clock_wires.png
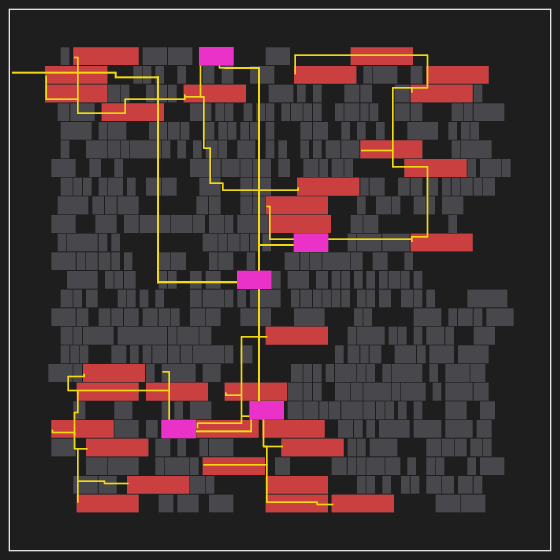
class_map.png
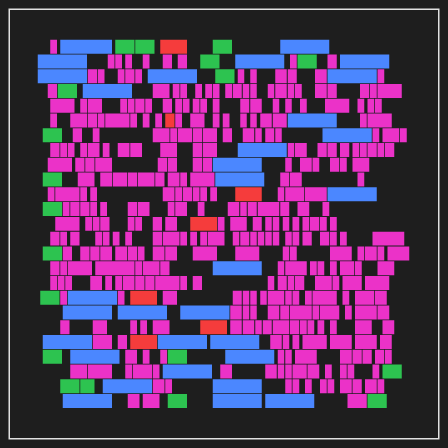
congestion_map.png
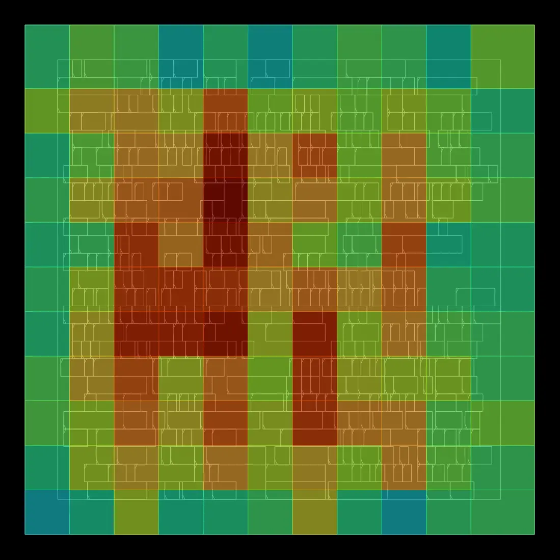
layers.png
Scale bar: 20 µm.
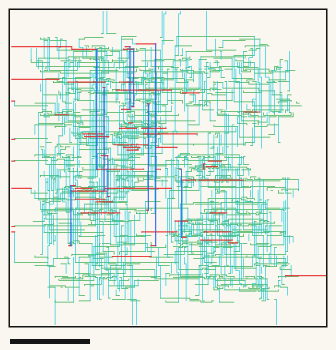
floorplan.png
Scale bar: 20 µm. Pins as bars on the die edge.
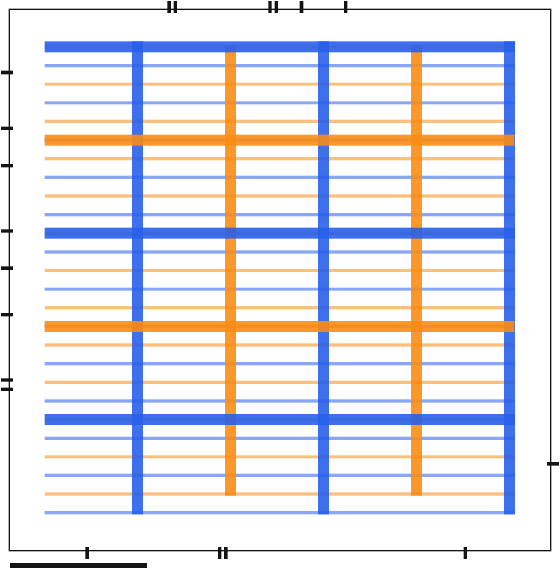
$ cat config.mk
export PLATFORM = sky130hd
export DESIGN_NAME = tt_pll_loop_ctrl
export DESIGN_NICKNAME = d
export VERILOG_FILES = /design/src/rtl/tt_pll_loop_ctrl.sv
export SDC_FILE = /design/constraint.sdc
export NUM_CORES = 1
export LEC_CHECK = 0
export ABC_AREA = 1
export CAP_MARGIN = 10
export CORE_MARGIN = 5
export CORE_UTILIZATION = 60
export CTS_CLUSTER_DIAMETER = 60
export DETAILED_ROUTE_END_ITERATION = 10
export PLACE_DENSITY_LB_ADDON = 0.1
export SYNTH_ARGS = -nofsm -noshare
export SYNTH_HDL_FRONTEND = slang
export SYNTH_SLANG_ARGS = --single-unit
$ cat constraint.sdc
create_clock -name i_clk_gen -period 7.7 [get_ports i_clk_gen]
set_input_delay 1.54 -clock i_clk_gen [delete_from_list [all_inputs] [get_ports i_clk_gen]]
set_output_delay 1.54 -clock i_clk_gen [all_outputs]
set_load 0.01 [all_outputs]
$ cat src/rtl/tt_pll_loop_ctrl.sv
// tt_pll_loop_ctrl: PLL digital loop controller.
// Turns PFD up/down pulses into a DCO control word. A SAR coarse search runs first,
// followed by +/-1 fine tracking with lock and unlock detection. The control word
// sits on the scan chain, and a scan shift freezes the rest of the loop.
module tt_pll_loop_ctrl #(
    parameter int CW_W       = 8,
    parameter int WIN_LEN    = 32,
    parameter int LOCK_TOL   = 1,
    parameter int LOCK_WIN   = 16,
    parameter int UNLOCK_TOL = 4
) (
    input  logic            i_clk_gen,
    input  logic            i_rst_n,
    input  logic            i_enable,
    input  logic            i_up,
    input  logic            i_down,
    output logic [CW_W-1:0] o_ctrl_word,
    output logic            o_locked,
    output logic [1:0]      o_state,
    input  logic            i_scan_en,
    input  logic            i_scan_in,
    output logic            o_scan_out
);

    localparam int WC_W  = $clog2(WIN_LEN);
    localparam int NET_W = WC_W + 2;
    localparam int IDX_W = $clog2(CW_W);
    localparam int LC_W  = $clog2(LOCK_WIN + 1);

    localparam logic [CW_W-1:0]         MID     = {1'b1, {(CW_W-1){1'b0}}};
    localparam logic signed [NET_W-1:0] NET_MAX = {1'b0, {(NET_W-1){1'b1}}};
    localparam logic signed [NET_W-1:0] NET_MIN = -NET_MAX;
    localparam logic signed [NET_W-1:0] NET_ONE = 1;

    typedef enum logic [1:0] {
        S_IDLE   = 2'd0,
        S_COARSE = 2'd1,
        S_FINE   = 2'd2,
        S_LOCKED = 2'd3
    } state_t;

    state_t                  state_q, state_d;
    logic [CW_W-1:0]         word_q, word_d;
    logic                    locked_q, locked_d;
    logic [WC_W-1:0]         wcnt_q, wcnt_d;
    logic signed [NET_W-1:0] net_q, net_d;
    logic [IDX_W-1:0]        idx_q, idx_d;
    logic [LC_W-1:0]         lcnt_q, lcnt_d;

    logic signed [NET_W-1:0] net_now;
    logic [NET_W-1:0]        net_abs;
    logic                    net_neg, net_pos, win_end, balanced, unbalanced;

    // Window accumulator including this cycle's pulse; the range is symmetric so |net| never overflows.
    always_comb begin
        net_now = net_q;
        if (i_up && !i_down && net_q != NET_MAX) begin
            net_now = net_q + NET_ONE;
        end else if (i_down && !i_up && net_q != NET_MIN) begin
            net_now = net_q - NET_ONE;
        end
    end

    assign net_neg    = net_now[NET_W-1];
    assign net_pos    = !net_neg && (net_now != '0);
    assign net_abs    = net_neg ? -net_now : net_now;
    assign win_end    = (wcnt_q == WC_W'(WIN_LEN - 1));
    assign balanced   = (net_abs <= NET_W'(LOCK_TOL));
    assign unbalanced = (net_abs > NET_W'(UNLOCK_TOL));

    // Next-state logic: scan shift first, then enable drop, then per-state window decisions.
    always_comb begin
        state_d  = state_q;
        word_d   = word_q;
        locked_d = locked_q;
        wcnt_d   = wcnt_q;
        net_d    = net_q;
        idx_d    = idx_q;
        lcnt_d   = lcnt_q;
        if (i_scan_en) begin
            word_d = {word_q[CW_W-2:0], i_scan_in};
        end else if (state_q != S_IDLE && !i_enable) begin
            state_d  = S_IDLE;
            word_d   = MID;
            locked_d = 1'b0;
            wcnt_d   = '0;
            net_d    = '0;
            idx_d    = '0;
            lcnt_d   = '0;
        end else if (state_q == S_IDLE) begin
            word_d   = MID;
            locked_d = 1'b0;
            wcnt_d   = '0;
            net_d    = '0;
            lcnt_d   = '0;
            if (i_enable) begin
                state_d = S_COARSE;
                idx_d   = IDX_W'(CW_W - 1);
            end
        end else begin
            wcnt_d = win_end ? '0 : wcnt_q + 1'b1;
            net_d  = win_end ? '0 : net_now;
            if (win_end) begin
                if (state_q == S_COARSE) begin
                    if (net_neg) begin
                        word_d[idx_q] = 1'b0;
                    end
                    if (idx_q != '0) begin
                        word_d[idx_q - 1'b1] = 1'b1;
                        idx_d                = idx_q - 1'b1;
                    end else begin
                        state_d = S_FINE;
                        lcnt_d  = '0;
                    end
                end else begin
                    if (net_pos && word_q != '1) begin
                        word_d = word_q + 1'b1;
                    end else if (net_neg && word_q != '0) begin
                        word_d = word_q - 1'b1;
                    end
                    if (state_q == S_FINE) begin
                        if (balanced) begin
                            lcnt_d = (lcnt_q >= LC_W'(LOCK_WIN)) ? lcnt_q : lcnt_q + 1'b1;
                        end else begin
                            lcnt_d = '0;
                        end
                        if (lcnt_d == LC_W'(LOCK_WIN)) begin
                            state_d  = S_LOCKED;
                            locked_d = 1'b1;
                        end
                    end else if (unbalanced) begin
                        state_d  = S_FINE;
                        locked_d = 1'b0;
                        lcnt_d   = '0;
                    end
                end
            end
        end
    end

    // State and datapath registers with asynchronous reset to the idle/mid-scale point.
    always_ff @(posedge i_clk_gen or negedge i_rst_n) begin
        if (!i_rst_n) begin
            state_q  <= S_IDLE;
            word_q   <= MID;
            locked_q <= 1'b0;
            wcnt_q   <= '0;
            net_q    <= '0;
            idx_q    <= '0;
            lcnt_q   <= '0;
        end else begin
            state_q  <= state_d;
            word_q   <= word_d;
            locked_q <= locked_d;
            wcnt_q   <= wcnt_d;
            net_q    <= net_d;
            idx_q    <= idx_d;
            lcnt_q   <= lcnt_d;
        end
    end

    assign o_ctrl_word = word_q;
    assign o_locked    = locked_q;
    assign o_state     = state_q;
    assign o_scan_out  = word_q[CW_W-1];

endmodule

==> Changelog: implementation <==
### Metrics

- Final worst-path cycle share: 67.5%
- Final-report max-slew violation count: 0
- Ys flops: 31
- Later-pin clock latency in the skew report: 0.28 ns
- Class of the worst hold path: flip-flop to flip-flop
- Element type at the critical path end: flip-flop
- Distinct lib cells: 45
- Initial antenna violation count: 0
- Total cell area reported by yosys after synthesis: 2840 µm²
- Root buf cell: clkbuf_8
- Placeable core region: 4660 µm²
- HPWL after detailed placement: approximately 5.2 mm
- Number of sinks handled by clock tree synthesis: 31
- Worst path slowest cell: ha_1
- Ys Warns: 0
- Number of warnings in the stage logs: 31
- Max-cap violations: 0
- Die boundary width: just under 80 µm
- Setup CP Type: input port to flip-flop
- Upper clock frequency limit: approximately 190 MHz
- FF-to-FF path depth: 31
- Ys async rst share: 100%
- Sort of element at the start of the critical path: input port
- Top Family by Delay on Critical Path: simple AND/OR/NAND/NOR gates
- Synthesis-to-finish area growth: 9.99%
- Accumulated negative setup slack: 0 ns
- DRT Wirelength: 6.83 mm
- Leakage: ~1.5 nW
- H-tree lvl count: 2
- TritonCTS clock tree: yes
- Total standard cell area after synthesis: roughly 2800 µm²
- Wire length per cell: about 14 µm
- Buffers inserted during post-CTS setup optimization: 0
- Largest fanout on the critical path: 9
- Maximum buffer depth of the clock tree: 2
- Post-route total power: ~950 µW
- Yosys Instances: 402
- Total vias in the final route: between 2000 and 3000
- Number of enable-type register cells in the synthesized netlist: 0
- Residual DRC: 0
- Antenna Diode Count: 0
- Post-layout instance count excluding filler cells: around 470
- Total buffers and inverters traversed by the critical path: 3
- Number of cells after detailed placement: approximately 470
- Run status: finished, final reports clean
- Clock slew at reported path FFs: about 0.060 ns
- Global-route wire length before repair: around 12 mm
- Part of the Yosys area used for sequential elements: approximately 27%
- Cts repair resizes: 0
- TritonCTS Buffers: 5
- Area of the die: 6210 µm²
- Final Hold Violating Endpoints: 0
- Critical path's largest stage delay: about 0.5 ns
- Most frequent cell on the critical path: nand2_1
- Count of nets left with antenna violations after detail routing: 0
- Vias in the first global route: 2664
- Area fraction of the dominant cell type after synthesis: between 20% and 30%
- Most area-hungry cell type in the Yosys netlist: dfrtp_1
- Number of instances in the synthesized netlist: roughly 400
- Cell area leaders: dfrtp_1 26%, nand2_1 11%, ha_1 7.0%
- Final setup violating endpoints: 0
- Cell depth of the worst setup path: 29
- Hold-critical path depth: 2
- Maximum number of pins on one net before global-route repair: 32
Notes on clock_wires.png above:
clock wires: shown in yellow, length 445 µm. clock-net drivers: shown in magenta, count 5. flip-flops: shown in red, count 31.
Position of the flops: all over the die. There are 6 routed clock nets.

Notes on class_map.png above:
registers: shown in blue, cells 31, share of their area 25%. remaining logic cells: shown in magenta, cells 362, share of their area 66%. remaining buffers and delay cells: shown in green, cells 19, share of their area 6.1%. clock drivers and dummy loads: shown in red, cells 7, share of their area 2.9%.

Notes on congestion_map.png above:
met2 track demand over resource: 41.0%
met3 GRT Util: 3.06%
most congested layer reported by global routing: met2
end-of-flow core utilization: 67.1%

Notes on layers.png above:
M3: shown in red, wire length 291 µm. M1: shown in green, wire length 3040 µm. M4: shown in blue, wire length 205 µm. M2: shown in cyan, wire length 3300 µm.

Notes on floorplan.png above:
VSS: shown in blue. VDD: shown in orange.
19 signal pins sit on the boundary. The core has 25 rows. 26 met1 rails follow the rows.

stage by stage:
stage | area (µm²) | setup WS (ns) | hold WS [ns]
2_1_floorplan | 2840 | 3.23 | 0.474
3_3_place_gp | 3040 | 2.30 | 0.487
3_5_place_dp | 3040 | 2.21 | 0.491
4_1_cts | 3130 | 2.50 | 0.501
5_1_grt | 3130 | 2.06 | 0.538
6_report | 3130 | 2.51 | 0.499
layer usage:
metal  track usage [%]  share of wire, %
met2              41.0                48
met5                 0                 0
met3              3.06               4.2
met4              11.5               3.0
met1              30.4                44
cells by family (layout without fill, tap and decap cells):
family	Yosys count	count (layout)	share of synthesized area, %
simple gates	191	191	32.8
compound gates	79	79	17.6
buf+inv	70	87	10.2
flops	31	31	27.3
fa+ha+maj	17	17	7.75
xor+xnor	13	13	4.01
mux	1	1	0.352
cell type report:
| class | count | area (µm²) |
|---|---|---|
| Multi-Input combinational cell | 301 | 1780 |
| Fill cell | 411 | 1530 |
| Sequential cell | 31 | 777 |
| Inverter | 61 | 231 |
| Timing Repair Buffer | 19 | 188 |
| Clock buffer | 6 | 82.6 |
| Tap cell | 54 | 67.6 |
| Clock inverter | 1 | 5.00 |
final timing paths:
| path | to | startpoint | slack [ns] |
|---|---|---|---|
| setup / recovery | o_ctrl_word[7] | i_down | 2.51 |
| hold / removal | o_ctrl_word[7] | o_ctrl_word[7] | 0.50 |
| setup reg to reg | o_ctrl_word[7] | net_q[0] | 3.48 |
| hold reg to reg | o_ctrl_word[7] | o_ctrl_word[7] | 0.50 |
| max in group asynchronous | o_ctrl_word[7] | i_rst_n | 5.73 |
| min in group asynchronous | wcnt_q[0] | i_rst_n | 1.65 |
worst reg2reg max path: cells and delay by family (launching register included):
kind / cells / cell delay, ns
simple gates: 24 / 2.36
fa+ha+maj: 3 / 0.94
flops: 1 / 0.48
buf+inv: 2 / 0.18
xor+xnor: 1 / 0.14
compound gates: 1 / 0.06
power by group:
part | switching (mW) | internal, mW | leakage (nW)
Sequential | 0.0566 | 0.201 | 0.414
Clock | 0.0585 | 0.0700 | 0.0470
Combinational | 0.352 | 0.208 | 1.02
Total | 0.467 | 0.478 | 1.48
layout by cell type (no fill, tap or decap), types with 5 or more instances in the layout:
cell type	count
nand2_1	87
inv_1	51
dfrtp_1	30
nor2_1	29
nand3_1	27
o21ai_0	22
clkdlybuf4s50_1	18
a21oi_1	16
ha_1	16
o22ai_1	13
nand4_1	11
nand2_2	11
xor2_1	9
nor4_1	6
inv_2	6
clkbuf_8	6
nand3_2	5
o21ai_1	5
nor2_4	5
flip-flops by register name (all words and copies together), names as in the netlist:
register and flops:
wcnt_q 5, idx_q 3, net_q 7, o_locked 1, o_state 2, o_ctrl_word 8, lcnt_q 5
No activity file was given, so power comes from the tool's default toggle rates.
